### config.mk
export PLATFORM = sky130hd
export DESIGN_NAME = pe_add_sched
export DESIGN_NICKNAME = d
export VERILOG_FILES = /design/src/rtl/pe_add_pkg.sv /design/src/rtl/adder64.sv /design/src/rtl/pe_rr_arb.sv /design/src/rtl/pe_add_sched.sv
export SDC_FILE = /design/constraint.sdc
export NUM_CORES = 1
export LEC_CHECK = 0
export CORE_AREA = 8 8 227 229
export DETAILED_ROUTE_END_ITERATION = 10
export DIE_AREA = 0 0 235 237
export MAX_ROUTING_LAYER = met4
export SLEW_MARGIN = 20
export SYNTH_ARGS = -nofsm -noshare
export SYNTH_HDL_FRONTEND = slang
export SYNTH_SLANG_ARGS = --single-unit
### constraint.sdc
create_clock -name clk -period 5.75 [get_ports clk]
set_input_delay 1.15 -clock clk [delete_from_list [all_inputs] [get_ports clk]]
set_output_delay 1.15 -clock clk [all_outputs]
set_load 0.02 [all_outputs]
### src/rtl/pe_add_pkg.sv
// Shared definitions for the pe_add_sched adder-sharing controller.
package pe_add_pkg;

   localparam int WORD_W = 64;
   localparam int PERF_W = 32;

   typedef enum logic {
      ST_IDLE   = 1'b0,
      ST_LOCKED = 1'b1
   } state_t;

endpackage

### src/rtl/adder64.sv
// Plain 64-bit combinational adder with carry in and carry out.
module adder64 (
   input  logic [63:0] a,
   input  logic [63:0] b,
   input  logic        cin,
   output logic [63:0] sum,
   output logic        cout
);

   assign {cout, sum} = {1'b0, a} + {1'b0, b} + {64'd0, cin};

endmodule

### src/rtl/pe_rr_arb.sv
// Combinational round-robin picker: first requester at or above ptr, wrapping at NREQ.
module pe_rr_arb #(
   parameter int NREQ = 4,
   parameter int IDW  = 2
) (
   input  logic [NREQ-1:0] req,
   input  logic [IDW-1:0]  ptr,
   output logic [NREQ-1:0] gnt,
   output logic [IDW-1:0]  idx,
   output logic            any
);

   always_comb begin
      gnt = '0;
      idx = '0;
      any = 1'b0;
      for (int k = 0; k < NREQ; k++) begin
         int j;
         j = int'(ptr) + k;
         if (j >= NREQ) j = j - NREQ;
         if (!any && req[j]) begin
            any    = 1'b1;
            idx    = IDW'(j);
            gnt[j] = 1'b1;
         end
      end
   end

endmodule

### src/rtl/pe_add_sched.sv
// Shares one adder64 among NREQ requesters with round-robin grants and multi-beat carry chaining.
// Optional perf counters (perf_busy, perf_stall) are enabled by defining PE_ADD_SCHED_PERF_EN.
module pe_add_sched
   import pe_add_pkg::*;
#(
   parameter int NREQ = 4,
   parameter int IDW  = 2
) (
   input  logic                     clk,
   input  logic                     rst,
   input  logic [NREQ-1:0]          req_valid,
   output logic [NREQ-1:0]          req_ready,
   input  logic [NREQ*WORD_W-1:0]   req_a,
   input  logic [NREQ*WORD_W-1:0]   req_b,
   input  logic [NREQ-1:0]          req_cin,
   input  logic [NREQ-1:0]          req_last,
   output logic                     res_valid,
   input  logic                     res_ready,
   output logic [WORD_W-1:0]        res_sum,
   output logic                     res_cout,
   output logic [IDW-1:0]           res_id,
   output logic                     res_last
`ifdef PE_ADD_SCHED_PERF_EN
   ,
   output logic [PERF_W-1:0]        perf_busy,
   output logic [PERF_W-1:0]        perf_stall
`endif
);

   state_t            state;
   logic [IDW-1:0]    owner;
   logic [IDW-1:0]    ptr;
   logic              carry;

   logic [NREQ-1:0]   arb_gnt;
   logic [IDW-1:0]    arb_idx;
   logic              arb_any;

   logic [IDW-1:0]    g;
   logic              out_free;
   logic              accept;
   logic [WORD_W-1:0] op_a;
   logic [WORD_W-1:0] op_b;
   logic              add_cin;
   logic [WORD_W-1:0] add_sum;
   logic              add_cout;
   logic              beat_last;
   logic [IDW-1:0]    next_ptr;

   pe_rr_arb #(.NREQ(NREQ), .IDW(IDW)) u_arb (
      .req (req_valid),
      .ptr (ptr),
      .gnt (arb_gnt),
      .idx (arb_idx),
      .any (arb_any)
   );

   // The output stage can refill in the same cycle it drains, so ready only waits on a stalled result.
   always_comb begin
      out_free  = !res_valid || res_ready;
      g         = (state == ST_LOCKED) ? owner : arb_idx;
      req_ready = '0;
      if (out_free) begin
         if (state == ST_LOCKED) req_ready[owner] = 1'b1;
         else                    req_ready = arb_gnt;
      end
      accept    = |(req_ready & req_valid);
      op_a      = req_a[int'(g)*WORD_W +: WORD_W];
      op_b      = req_b[int'(g)*WORD_W +: WORD_W];
      add_cin   = (state == ST_LOCKED) ? carry : req_cin[g];
      beat_last = req_last[g];
      next_ptr  = (g == IDW'(NREQ-1)) ? '0 : g + 1'b1;
   end

   adder64 u_add (
      .a    (op_a),
      .b    (op_b),
      .cin  (add_cin),
      .sum  (add_sum),
      .cout (add_cout)
   );

   always_ff @(posedge clk or posedge rst) begin
      if (rst) begin
         state     <= ST_IDLE;
         owner     <= '0;
         ptr       <= '0;
         carry     <= 1'b0;
         res_valid <= 1'b0;
         res_sum   <= '0;
         res_cout  <= 1'b0;
         res_id    <= '0;
         res_last  <= 1'b0;
      end else if (accept) begin
         res_valid <= 1'b1;
         res_sum   <= add_sum;
         res_cout  <= add_cout;
         res_id    <= g;
         res_last  <= beat_last;
         if (beat_last) begin
            state <= ST_IDLE;
            carry <= 1'b0;
            ptr   <= next_ptr;
         end else begin
            state <= ST_LOCKED;
            owner <= g;
            carry <= add_cout;
         end
      end else if (res_ready) begin
         res_valid <= 1'b0;
      end
   end

`ifdef PE_ADD_SCHED_PERF_EN
   // Saturating counters so long runs never wrap back to small values.
   always_ff @(posedge clk or posedge rst) begin
      if (rst) begin
         perf_busy  <= '0;
         perf_stall <= '0;
      end else begin
         if (accept && perf_busy != '1)
            perf_busy <= perf_busy + 1'b1;
         if (|req_valid && !accept && perf_stall != '1)
            perf_stall <= perf_stall + 1'b1;
      end
   end
`endif

endmodule

==> run_results.csv, run 1 <==
group,metric,value,unit
floorplan,die-area,55700,µm²
synthesis,synthAdderAreaFrac,0.0808,
synthesis,edf_count,0,
critical_path,cp-start-kind,"primary input",
final_timing,slew_viol_final,0,
synthesis,fp_nets,2171,
layout,nNetsFinal,3022,
final_timing,hold_violations,0,
run_status,status,"finished, final reports clean",
cts,cts_root_buf,"clkbuf_16",
synthesis,simple_gate_area_frac,0.269,
synthesis,yosysWarnings,0,
cts,cts_tree,"yes",
final_timing,skew,11.5,ps
place,io_buffers,599,
critical_path,required,5980,ps
final_timing,rsz0062_at_grt,"true",
synthesis,ys_sh_aoi,0.347,
synthesis,synth_seq_share,0.173,
routing,route.detailed.drc,0,
grt,top_usage_layer,"met2",
flow_run,cap_violations,0,
routing,firstDrtPassIters,7,
place,postPlaceCellArea,19600,µm²
place,dp_hpwl,51500,µm
final_timing,period_needed,5700,ps
layout,regMostFlops,"res_sum",
layout,utilization,0.450,
floorplan,die_h,237,µm
final_timing,relSlewSlack,0.532,
routing,wl_met2,33300,µm
synthesis,synthTopCellsByArea,"dfrtp_1 17%, nand2_1 13%, a211oi_1 9.4%",
final_timing,worst_pin_slew,699,ps
synthesis,ys_sh_mux,0.0258,
grt,use_met1,0.246,
synthesis,synthTopCellsByCount,"365 x nand2_1, 139 x a31oi_1, 136 x a211oi_1",
synthesis,ys_seq_elements,75,
cts,path_clk_slew,70,ps
routing,drtAntennaViolNets,0,
routing,viasPerCell,4.96,
routing,wl_per_cell,20.9,µm
floorplan,floorplan.core_util,0.226,
cts,clkLatencyLatePin,350,ps
critical_path,cp_max_fo,7,
cts,cts_sinks,75,
floorplan,core_area,48100,µm²
synthesis,netlist_area,10900,µm²
routing,first_iter_violations,671,
place,gp_congestion,0.938,
layout,lay_top_count,"clkdlybuf4s50_1",
## run 1: worst paths after layout
path	slack, ps	depth (start not counted)	end	startpoint
setup / recovery	50	27	res_sum[61]$_DFFE_PP0P_	req_valid[0]
hold / removal	480	2	res_sum[2]$_DFFE_PP0P_	res_sum[2]$_DFFE_PP0P_
setup reg to reg	210	23	res_sum[61]$_DFFE_PP0P_	ptr[1]$_DFFE_PP0P_
hold reg to reg	480	2	res_sum[2]$_DFFE_PP0P_	res_sum[2]$_DFFE_PP0P_
max in group asynchronous	3550	3	res_sum[13]$_DFFE_PP0P_	rst
min in group asynchronous	1250	2	res_sum[48]$_DFFE_PP0P_	rst
## run 1: stage by stage
stage                     setup slack (ps)  setup TNS, ps  cells
after floorplan                      0.691              0   1575
after global placement                -992         -38850   2968
after detailed placement             -1110         -42280   2968
after CTS                            -21.2          -40.4   3012
after global routing                  -116           -518   3053
final                                 48.0              0   3053
## run 1: final cells by class
cell class,count,area [µm²]
Clock inverter,7,76.3
Sequential cell,75,1880
Fill cell,4814,26500
Clock buffer,9,225
Tap cell,622,778
Timing Repair Buffer,968,9240
Inverter,26,100
Multi-Input combinational cell,1346,9350
## run 1: critical path: stages
cell and delay [ps]:
buf_8 110, nor2b_4 110, a22o_1 180, a32oi_1 220, o32ai_2 120, buf_4 150, a211oi_2 170, buf_4 170
a21oi_4 50, buf_6 150, buf_12 140, buf_12 140, buf_6 120, buf_4 140, a211oi_4 240, a31oi_4 70
ha_4 310, nand2_4 50, or3_4 380, or3_4 410, nor2_1 180, a211oi_4 120, o41ai_4 390, a21oi_2 140
o31ai_2 260, xnor2_1 150, o21ai_1 70
Figure 1. The metal 4 layer (run 1).
Supply wires on this layer in grey. Cells faint in the background.
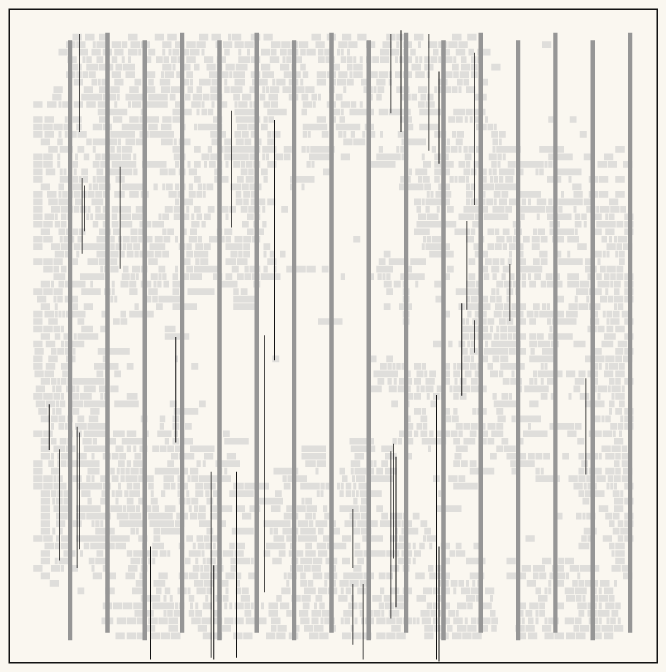
share of all routed wire: 2.2%
wire length on this layer: 1,430 µm
nets with wire on the layer: 32
main direction: vertical
longest straight run: 95.9 µm
WL final: 63,800 µm
via count: 15,136

Figure 2. Sizing map (run 1).
The bar under the picture is 50 µm long.
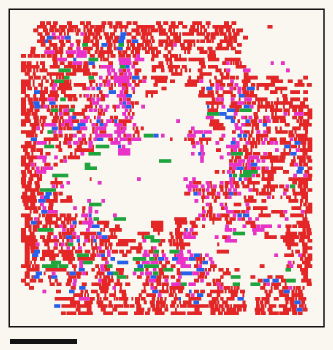
[magenta] drive 3 to 4 | cells: 387 | share: 16%
[green] drive 6 and up | cells: 59 | share: 2.4%
[blue] drive 2 | cells: 110 | share: 4.5%
[red] drive 1 or less | cells: 1,875 | share: 77%
Final Cell Area: 21,600 µm²
non-clock buffer count: 968
Final WS setup: 48.0 ps
Area growth syn-to-layout: 99.1%

Figure 3. M3 wires (run 1).
The bar under the picture is 50 µm long.
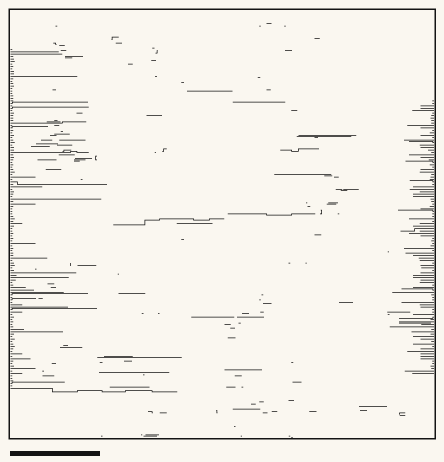
share of all routed wire: 4.4%
main direction: horizontal
longest straight run: 49.9 µm
wire length on this layer: 2,780 µm
met3 Use GR: 0.0370

==> run 2: changes to the inputs <==
--- a/config.mk
+++ b/config.mk
@@ -8,7 +8,9 @@
 export CORE_AREA = 8 8 227 229
 export DETAILED_ROUTE_END_ITERATION = 10
 export DIE_AREA = 0 0 235 237
+export HOLD_SLACK_MARGIN = 0.05
 export MAX_ROUTING_LAYER = met4
+export REMOVE_ABC_BUFFERS = 1
 export SLEW_MARGIN = 20
 export SYNTH_ARGS = -nofsm -noshare
 export SYNTH_HDL_FRONTEND = slang
Figure 4. Routed metal, one colour a layer (run 2).
The bar under the picture is 50 µm long.
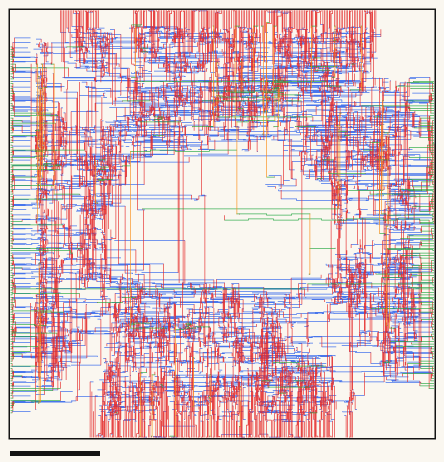
[blue] met1 | wire length: 25.6 mm
[orange] met4 | wire length: 1,810 µm
[red] met2 | wire length: 28.7 mm
[green] met3 | wire length: 3,270 µm
WL final: 59,400 µm
via count: 14,887
GRT Total Usage: 0.208
WL/cell: 19.7 µm

Figure 5. M3 wires (run 2).
The bar under the picture is 50 µm long.
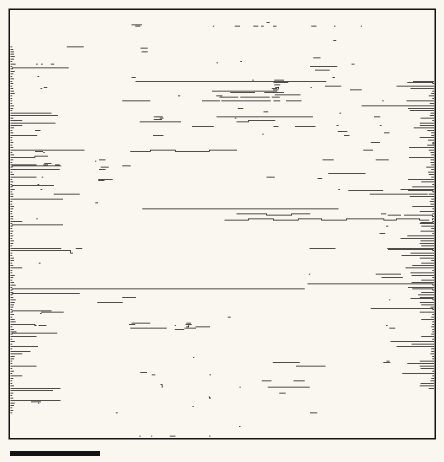
nets with wire on the layer: 379
main direction: horizontal
wire length on this layer: 3,270 µm
share of all routed wire: 5.5%
longest straight run: 162 µm
met3 Use GR: 0.0432

==> run 2 against run 1 <==
Compared with the run above: register-to-register slack got worse by 70 ps; utilization decreased by 1.4 points; die size unchanged; non-clock buffer count decreased by 44; critical path depth decreased by 3.
==> run_results.csv, run 2 <==
group,metric,value,unit
routing,viasPerCell,4.95,
synthesis,edf_count,0,
layout,nNetsFinal,2978,
worst_hold_path,hold_path.class,"reg2reg",
layout,fillers,4779,
synthesis,synth_top_flop_cell,"dfrtp_1",
critical_path,rr_endpoint,"res_sum[63]$_DFFE_PP0P_",
layout,inverters_excl_clock,26,
layout,buffers_excl_clock,924,
final_timing,rsz0062_at_grt,"true",
cts,cts_htree_levels,3,
routing,route.detailed.drc,0,
critical_path,required,6000,ps
floorplan,nWellTaps,622,
synthesis,synthAdderAreaFrac,0.0808,
cts,cts_tree,"yes",
synthesis,synth_top_area_share,0.173,
place,postPlaceCellArea,19400,µm²
layout,clock_buffers,10,
layout,nonClkBufAreaFrac,0.423,
final_timing,fin_setup_tns,0,ps
layout,clk_share,0.0156,
cts,clkLatencyLatePin,370,ps
synthesis,ys_seq_elements,75,
critical_path,reg2regPathDepth,25,
synthesis,synthTopCellsByArea,"dfrtp_1 17%, nand2_1 13%, a211oi_1 9.4%",
final_timing,skew,7.01,ps
routing,firstDrtPassIters,6,
critical_path,reg2reg_from,"ptr[1]$_DFFE_PP0P_",
place,dp_hpwl,48000,µm
place,gp_congestion,0.903,
final_timing,period_needed,5730,ps
cts,path_clk_slew,70,ps
synthesis,ys_sh_mux,0.0258,
worst_hold_path,min_path_cells,2,
floorplan,core_area,48100,µm²
routing,drtAntennaViolNets,0,
place,placed_cells,2950,
layout,utilization,0.436,
layout,layoutNonFillerInstCount,3010,
layout,ff_latch_area,1880,µm²
layout,lay_top_count,"clkdlybuf4s50_1",
layout,seq_share,0.0894,
synthesis,simple_gate_area_frac,0.269,
synthesis,yosysWarnings,0,
critical_path,r2r_slack,140,ps
routing,first_iter_violations,936,
final_timing,slew_viol_final,0,
synthesis,ys_sh_aoi,0.347,
synthesis,async_flop_share,1.00,
place,io_buffers,599,
final_timing,relSlewSlack,0.562,
layout,logic_gate_count,1346,
final_timing,worst_pin_slew,658,ps
floorplan,die-area,55700,µm²
run_status,status,"finished, final reports clean",
critical_path,cp_max_fo,6,
floorplan,die_h,237,µm
floorplan,floorplan.core_util,0.226,
synthesis,synth_top_cell_by_count,"nand2_1",
layout,final_design_area_no_fill,21000,µm²
worst_hold_path,hold_start,"res_sum[0]$_DFFE_PP0P_",
critical_path,cp-start-kind,"primary input",
cts,cts_root_buf,"clkbuf_16",
layout,n_sequential_cell,75,
cts,cts_sinks,75,
layout,syn_to_final_growth,93.1,%
critical_path,setup.worst_path.end_class,"register",
flow_run,cap_violations,0,
layout,sh_comb_area,0.430,
layout,regMostFlops,"res_sum",
## run 2: worst max-delay path: stages
cell and delay (ps):
buf_6 100, mux4_2 500, nor2b_4 150, or3_4 380, o31ai_4 80, o21ai_4 110
buf_12 170, buf_16 140, buf_8 130, and2_4 140, a211oi_4 180, a31oi_2 70
ha_1 340, nand2_2 60, or3_4 390, or3_4 380, buf_6 130, or4_4 520
a21oi_2 170, buf_4 140, nor3_4 50, o31ai_2 250, xnor2_1 140, o21ai_1 70
## run 2: worst max-delay path by stage
| stage | startpoint | endpoint | slack [ps] | cells past startpoint |
|---|---|---|---|---|
| finish | req_valid[2] | res_sum[63]$_DFFE_PP0P_ | 20 | 24 |
| global route | req_valid[2] | res_sum[53]$_DFFE_PP0P_ | -180 | 25 |
| CTS | req_valid[2] | res_sum[61]$_DFFE_PP0P_ | -70 | 24 |
| detailed placement | req_valid[0] | res_sum[63]$_DFFE_PP0P_ | -1420 | 28 |
| global placement | req_valid[0] | res_sum[63]$_DFFE_PP0P_ | -1360 | 28 |
| floorplan | req_valid[0] | res_sum[58]$_DFFE_PP0P_ | -4250 | 21 |
## run 2: layer usage
layer  track usage  part of all wire  vias up
li1              -                 -     7332
met5             -                 0        -
met4        0.0711             0.030        0
met2         0.353              0.48      531
met1         0.243              0.43     6937
met3        0.0432             0.055       87
## run 2: metrics by stage
step | setup slack (ps) | hold slack [ps]
floorplan | -4250 | 449
global placement | -1360 | 463
detailed placement | -1420 | 469
CTS | -69.5 | 485
global route | -178 | 505
finish | 17.6 | 480
## run 2: repair_timing
action | CTS | global route
setup buffers | 21 | 17
hold buffers | 0 | 0
setup endpoints to repair | 51 | 28
gates resized | 108 | 83
gates cloned | 7 | 0
endpoints found under the hold margin | 0 | 0
pin swaps | 32 | 53
==> run 3: changes to the inputs <==
--- a/config.mk
+++ b/config.mk
@@ -5,9 +5,10 @@
 export SDC_FILE = /design/constraint.sdc
 export NUM_CORES = 1
 export LEC_CHECK = 0
-export CORE_AREA = 8 8 227 229
+export ABC_AREA = 1
+export CORE_AREA = 8 8 226 228
 export DETAILED_ROUTE_END_ITERATION = 10
-export DIE_AREA = 0 0 235 237
+export DIE_AREA = 0 0 234 236
 export HOLD_SLACK_MARGIN = 0.05
 export MAX_ROUTING_LAYER = met4
 export REMOVE_ABC_BUFFERS = 1
==> run 3 against run 2 <==
Compared with the run above: count of clock-buffer cells in the layout grew 1; flip-flop count is the same; clock skew is essentially flat; utilization shrank 2.6 points; cell count grew 8.3%; hold slack gained 3.0 ps; first-iteration DRC count grew 8.8%; register-to-register slack gained 590 ps; non-clock buffer count shrank 185; highest routed layer unchanged; fmax grew 6.3%; worst setup slack gained 340 ps.
==> run_results.csv, run 3 <==
group,metric,value,unit
run_status,status,"finished, final reports clean",
layout,syn_to_final_growth,65.3,%
routing,viasPerCell,5.01,
synthesis,synthTopCellsByCount,"354 x nand2_1, 346 x nor2_1, 284 x o21ai_0",
critical_path,rr_endpoint,"res_sum[46]$_DFFE_PP0P_",
layout,ff_latch_area,1880,µm²
layout,comb_area,8650,µm²
worst_hold_path,hold_start,"res_sum[51]$_DFFE_PP0P_",
final_timing,worst_pin_slew,1030,ps
grt,top_usage_layer,"met2",
critical_path,r2r_slack,730,ps
place,dp_hpwl,56400,µm
synthesis,synth_seq_share,0.160,
synthesis,async_flop_share,1.00,
flow_run,cap_violations,0,
critical_path,required,5980,ps
layout,final_design_area_no_fill,19400,µm²
synthesis,simple_gate_area_frac,0.328,
place,gp_congestion,0.968,
critical_path,reg2reg_from,"ptr[0]$_DFFE_PP0P_",
critical_path,reg2regPathDepth,25,
final_timing,slew_viol_final,0,
routing,route.detailed.drc,0,
place,io_buffers,599,
cts,cts_tree,"yes",
place,placed_cells,3244,
synthesis,synth_top_area_share,0.160,
synthesis,synthAdderAreaFrac,0.0748,
layout,lay_top_count,"clkdlybuf4s50_1",
synthesis,netlist_area,11700,µm²
grt,use_met1,0.276,
critical_path,setup.worst_path.end_class,"register",
final_timing,whs,483,ps
synthesis,edf_count,0,
synthesis,synthTopCellsByArea,"dfrtp_1 16%, o21ai_0 12%, nand2_1 11%",
place,place_ws,-99.9,ps
layout,utilization,0.410,
layout,fillers,5106,
synthesis,synth_top_flop_cell,"dfrtp_1",
floorplan,die-area,55200,µm²
layout,regMostFlops,"res_sum",
final_timing,relSlewSlack,0.314,
worst_hold_path,min_path_cells,2,
final_timing,rsz0062_at_grt,"false",
cts,path_clk_slew,70,ps
cts,cts_htree_levels,3,
worst_hold_path,hold-path-endpoint,"res_sum[51]$_DFFE_PP0P_",
cts,cts_root_buf,"clkbuf_16",
final_timing,layout_setup_ws,360,ps
final_timing,skew,6.83,ps
final_timing,period_needed,5390,ps
worst_hold_path,hold_path.class,"reg2reg",
critical_path,critical_path.endpoint,"res_sum[39]$_DFFE_PP0P_",
layout,nNetsFinal,3236,
critical_path,cp-start-kind,"primary input",
routing,firstDrtPassIters,7,
cts,cts_hold_buf,0,
final_timing,hold_violations,0,
cts,clkLatencyLatePin,360,ps
routing,drtAntennaViolNets,0,
floorplan,floorplan.core_util,0.248,
synthesis,ys_seq_elements,75,
synthesis,ys_sh_mux,0,
floorplan,die_h,236,µm
final_timing,fin_setup_tns,0,ps
critical_path,cp_max_fo,66,
floorplan,core_area,47300,µm²
synthesis,yosysWarnings,0,
critical_path,startpoint,"req_valid[3]",
routing,first_iter_violations,1018,
cts,post_cts_buffers,0,
layout,layoutNonFillerInstCount,3261,
grt,gr-usage-met2,0.401,
place,postPlaceCellArea,19100,µm²
synthesis,ys_sh_aoi,0.298,
cts,cts_sinks,75,
-- run 3: cell types whose count changed after synthesis, sizes merged, moves of 46 or more --
| cell | before | now |
|---|---|---|
| o21ai | 106 | 373 |
| and2 | 130 | 0 |
| inv | 26 | 156 |
| nand3 | 14 | 106 |
| a31oi | 139 | 16 |
| clkbuf | 90 | 20 |
| nor2 | 47 | 349 |
| o22ai | 3 | 78 |
| a211oi | 140 | 1 |
| or2 | 3 | 49 |
-- run 3: repair_timing --
item	in CTS	in global routing
hold endpoints to repair	0	0
resized	0	5
endpoints found under the setup margin	0	5
-- run 3: cells by family (layout without fill, tap and decap cells) --
| logic type | Yosys count | in the layout |
|---|---|---|
| fa+ha+maj | 69 | 69 |
| buf+inv | 257 | 911 |
| other cells | 0 | 1 |
| xor+xnor | 44 | 44 |
| compound gates | 636 | 636 |
| simple gates | 910 | 910 |
| flops | 75 | 75 |
-- run 3: critical path, cell delays in order --
cell             delay, ps
clkdlybuf4s50_1        520
inv_1                   70
nand2_1                 80
nand3_2                130
nand2_4                170
inv_2                   60
o21ai_1                 90
nand3_2                110
nand3_4                120
nand2_8                100
inv_6                  150
buf_12                 200
buf_12                 260
o21ai_1                 90
o22ai_1                210
ha_1                   320
a21oi_1                250
buf_4                  140
o21ai_0                120
a21oi_1                320
o21ai_0                200
inv_1                   80
nand2_1                180
nand2_1                110
nand2_1                 70
xnor2_1                140
o21ai_0                 80
-- run 3: per-layer routing --
metal	up-vias	wire length [µm]
met5	-	0
met4	0	1810
li1	8090	-
met3	91	4320
met1	7559	28100
met2	607	32400
-- run 3: final cells by class --
cell class,count,share of cell area
diodes,1,0.000129
clock buffers,11,0.0120
clock inverters,5,0.00206
inverters,156,0.0309
multi-input cells,1659,0.445
flip-flops and latches,75,0.0966
well taps,615,0.0396
repair buffers,739,0.373
Figure 6. Routed metal, one colour a layer (run 3).
The bar under the picture is 50 µm long.
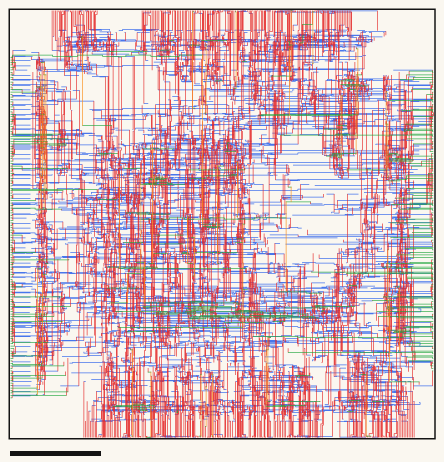
[blue] met1 | wire length: 28.1 mm
[green] met3 | wire length: 4,320 µm
[red] met2 | wire length: 32.4 mm
[orange] met4 | wire length: 1,810 µm
WL final: 66,700 µm
WL/cell: 20.4 µm
via count: 16,347
GRT Total Usage: 0.234

Figure 7. M3 wires (run 3).
The bar under the picture is 50 µm long.
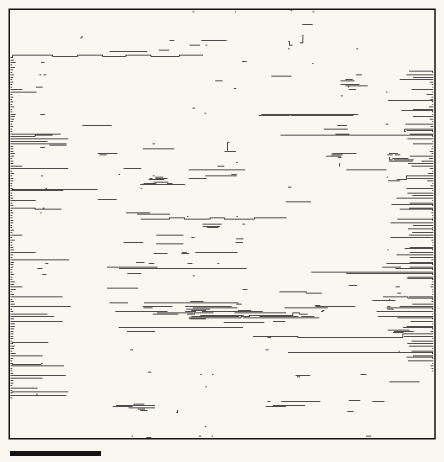
wire length on this layer: 4,320 µm
nets with wire on the layer: 409
share of all routed wire: 6.5%
met3 Use GR: 0.0456


==> screenshots <==
Placement view.
Plate I
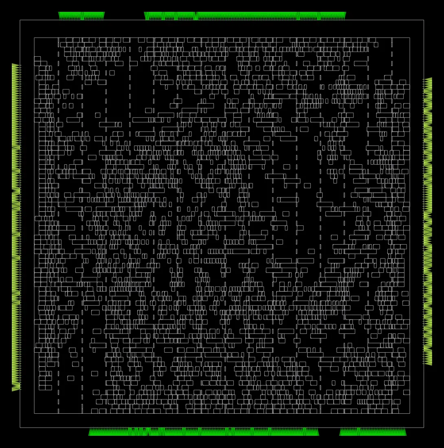
Plate II
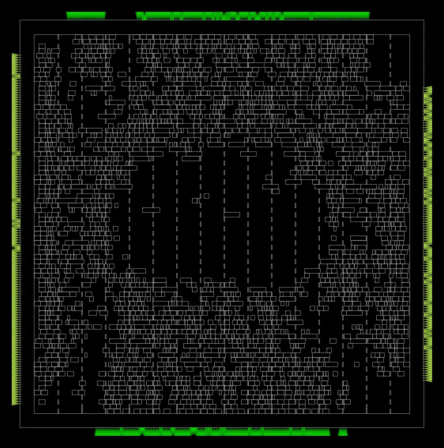
Plate III
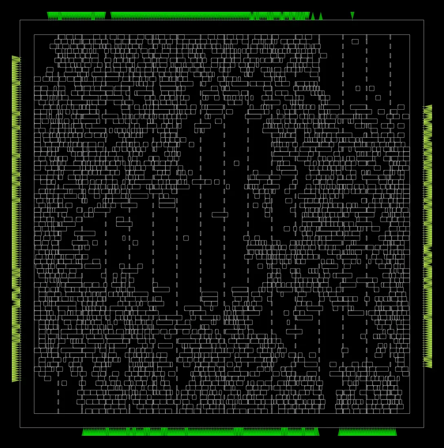
Plate II -> run 2
Plate I -> run 3
Plate III -> run 1

